$ cat src/rtl/sync_fifo_param.sv
// sync_fifo_param: single-clock parametrised FIFO with exact full/empty,
// occupancy count, programmable almost-full/almost-empty thresholds and
// sticky overflow/underflow error flags.
//
// Build option: define SYNC_FIFO_FWFT_EN for first-word-fall-through reads
// (rd_data shows the head word combinationally, fifo_rd acknowledges it).
// Without it, reads are registered with one cycle of latency.
module sync_fifo_param #(
  parameter int bw_data   = 24,
  parameter int DEPTH     = 8,
  parameter int ptr_width = 3,
  parameter int AF_LEVEL  = 6,
  parameter int AE_LEVEL  = 2
) (
  input  logic                 clk,
  input  logic                 reset,
  input  logic [bw_data-1:0]   wr_data,
  input  logic                 fifo_wr,
  input  logic                 fifo_rd,
  output logic [bw_data-1:0]   rd_data,
  output logic                 empty,
  output logic                 full,
  output logic                 almost_full,
  output logic                 almost_empty,
  output logic [ptr_width:0]   count,
  output logic                 overflow,
  output logic                 underflow
);

  localparam logic [ptr_width:0] DEPTH_C = (ptr_width+1)'(DEPTH);
  localparam logic [ptr_width:0] AF_C    = (ptr_width+1)'(AF_LEVEL);
  localparam logic [ptr_width:0] AE_C    = (ptr_width+1)'(AE_LEVEL);

  logic [bw_data-1:0] mem [DEPTH];
  logic [ptr_width:0] wr_ptr;
  logic [ptr_width:0] rd_ptr;
  logic               wr_en;
  logic               rd_en;

  // Requests are qualified by the flags registered at the start of the cycle,
  // so a write on full or a read on empty is simply dropped.
  assign wr_en = fifo_wr & ~full;
  assign rd_en = fifo_rd & ~empty;

  // Flags decode the count register only; pointers never decide full/empty.
  assign empty        = (count == '0);
  assign full         = (count == DEPTH_C);
  assign almost_full  = (count >= AF_C);
  assign almost_empty = (count <= AE_C);

  // Storage write; contents survive reset since nothing can read them until
  // they are rewritten.
  always_ff @(posedge clk) begin
    if (!reset && wr_en)
      mem[wr_ptr[ptr_width-1:0]] <= wr_data;
  end

  // Pointers and occupancy; the low pointer bits index mem, so wrap is free.
  always_ff @(posedge clk) begin
    if (reset) begin
      wr_ptr <= '0;
      rd_ptr <= '0;
      count  <= '0;
    end else begin
      if (wr_en) wr_ptr <= wr_ptr + 1'b1;
      if (rd_en) rd_ptr <= rd_ptr + 1'b1;
      case ({wr_en, rd_en})
        2'b10:   count <= count + 1'b1;
        2'b01:   count <= count - 1'b1;
        default: count <= count;
      endcase
    end
  end

  // Sticky error flags: any dropped request latches until reset.
  always_ff @(posedge clk) begin
    if (reset) begin
      overflow  <= 1'b0;
      underflow <= 1'b0;
    end else begin
      if (fifo_wr && full)  overflow  <= 1'b1;
      if (fifo_rd && empty) underflow <= 1'b1;
    end
  end

`ifdef SYNC_FIFO_FWFT_EN
  // Head word is always presented; fifo_rd only advances rd_ptr.
  assign rd_data = mem[rd_ptr[ptr_width-1:0]];
`else
  // Registered read: one-cycle latency, holds value when no read occurs.
  always_ff @(posedge clk) begin
    if (reset)
      rd_data <= '0;
    else if (rd_en)
      rd_data <= mem[rd_ptr[ptr_width-1:0]];
  end
`endif

endmodule
$ cat config.mk
export PLATFORM = sky130hd
export DESIGN_NAME = sync_fifo_param
export DESIGN_NICKNAME = d
export VERILOG_FILES = /design/src/rtl/sync_fifo_param.sv
export SDC_FILE = /design/constraint.sdc
export NUM_CORES = 1
export LEC_CHECK = 0
export ABC_AREA = 1
export CAP_MARGIN = 20
export CELL_PAD_IN_SITES_DETAIL_PLACEMENT = 1
export CELL_PAD_IN_SITES_GLOBAL_PLACEMENT = 2
export CORE_ASPECT_RATIO = 0.8
export CORE_UTILIZATION = 36
export DETAILED_ROUTE_END_ITERATION = 12
export GPL_TIMING_DRIVEN = 1
export PLACE_DENSITY_LB_ADDON = 0.1
export REMOVE_ABC_BUFFERS = 1
export SLEW_MARGIN = 40
export SYNTH_ARGS = -nofsm -noshare
export SYNTH_HDL_FRONTEND = slang
export SYNTH_SLANG_ARGS = --single-unit
export TNS_END_PERCENT = 30
$ cat constraint.sdc
create_clock -name clk -period 2.67 [get_ports clk]
set_clock_uncertainty 0.15 [all_clocks]
set_input_delay 0.6675 -clock clk [delete_from_list [all_inputs] [get_ports clk]]
set_output_delay 0.6675 -clock clk [all_outputs]
set_load 0.02 [all_outputs]
==> flow_metrics.tcl <==
# collected from the flow reports
set metrics [dict create \
    logic_gates 434 \
    fin_ws_ps 263 \
    max_freq_ghz 0.415 \
    clk_pin_slew_ps 60 \
    drive_gt1_frac 0.0814 \
    antenna_found_initial 0 \
    dr.pass1.iters 10 \
    lay_top_count "edfxtp_1" \
    path_delay_family "buffers and inverters" \
    yosysTopAreaCell "edfxtp_1" \
    vias_per_cell 4.98 \
    hold_ws_ps 298 \
    grt_pass1_wl_mm 36.1 \
    clockBufferCount 30 \
    ys_chip_area_um2 9070 \
    grt_busiest_layer "met2" \
    cts_setup_buffers 0 \
    period_needed_ps 2410 \
    netlist.area_leader.share 0.636 \
    syn_avg_cell_area_um2 11.7 \
    topCombFamilyByArea "simple AND/OR/NAND/NOR gates" \
    worst-path-max-fanout 6 \
    final_cell_mix "edfxtp_1, nor2_1, nand2_1" \
    ys_sh_simple 0.117 \
    grt_util_met1 0.246 \
    wl_met2_mm 10.9 \
    path_buffers 1 \
    area_growth_pct 20.0 \
    wl_met1_mm 10.9 \
    slew_viol_final 0 \
    synthCells 773 \
    place.gp.congestion 0.751 \
    power_density_nw_per_um2 932 \
    buffer_area_frac 0.0865 \
    dieArea_um2 25800 \
    nets 877 \
    cp_slowest_cell "clkdlybuf4s50_1" \
    violations "DRC" \
    drc 2 \
    placed_cell_area_um2 10200 \
    n_antenna_cell 0 \
    startpoint_type "register" \
    warnings 28 \
    yosys-top-cells-area "edfxtp_1, dfxtp_1, nor2_1" \
    critPathArrivalTime_ps 1590 \
    slew_headroom 0.564 \
    period_used_share 0.902 \
    totalWireLength_mm 22.7 \
    fin_tns_setup_ps 0 \
    ios 62 \
    top_cells_by_count "edfxtp_1, nor2_1, nand2_1, inv_1, nand3_1" \
    critPathCaptureType "output pin" \
    min-delay-start "underflow$_SDFFE_PP0P_" \
    rrSetupSlack_ps 520 \
    placed_cells 1135 \
    hold_end "underflow$_SDFFE_PP0P_" \
    syn_area_um2 9070 \
    drv_cap 0 \
    crit_required_ps 1850 \
    worst_pin_slew_ps 654 \
    routed.top_layer "met4" \
    clock-sinks 228 \
    fill_cells 2595 \
    postSynthSeqShare 0.715 \
    status "finished with violations" \
    port_buffers 61 \
]
-- report_power, final --
group          internal (W)  switching (W)  total, W
Sequential          0.00414       0.000145   0.00429
Clock               0.00170        0.00130   0.00300
Combinational       0.00106        0.00180   0.00285
Total               0.00690        0.00325    0.0101
-- worst max path at each step --
stage	end	cells past startpoint	slack, ps	startpoint
after detailed placement	count[2]$_SDFFE_PP0P_	12	10	fifo_rd
after global placement	count[2]$_SDFFE_PP0P_	12	70	fifo_rd
after CTS	full	4	6	count[0]$_SDFFE_PP0P_
final	count[1]	1	260	count[1]$_SDFFE_PP0P_
after floorplan	rd_data[10]$_SDFFE_PP0P_	7	-1710	rd_ptr[0]$_SDFFE_PP0P_
after global routing	empty	4	170	count[3]$_SDFFE_PP0P_
Fig. 1: supply network
Scale bar: 50 µm. Pins as bars on the die edge. Tap cells in gray.
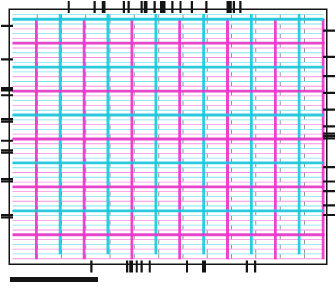
VDD: in cyan. VSS: in magenta.
The core has 51 rows. 13 straps on met4. 62 signal pins sit on the boundary. 318 tap cells. 10 straps on met5.
core area: 24500 µm²
Die Width: 179 µm

Fig. 2: cell classes on the final placement
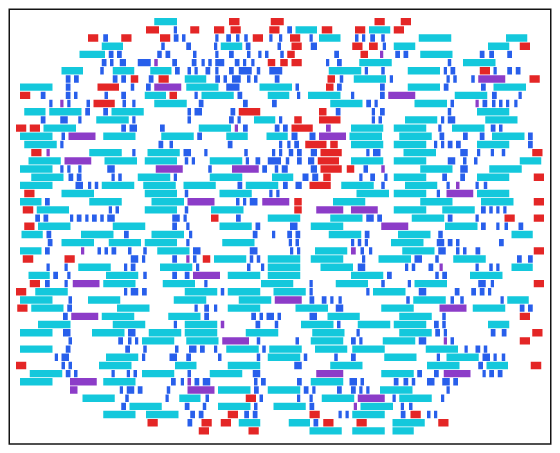
clock drivers and dummy loads: in purple, cells 43, share of their area 6.7%. other buffers and delay cells: in red, cells 88, share of their area 9.0%. all other logic: in blue, cells 501, share of their area 22%. flops: in cyan, cells 228, share of their area 62%.
Layout Utilization: 0.444
post-route cell area: 10900 µm²

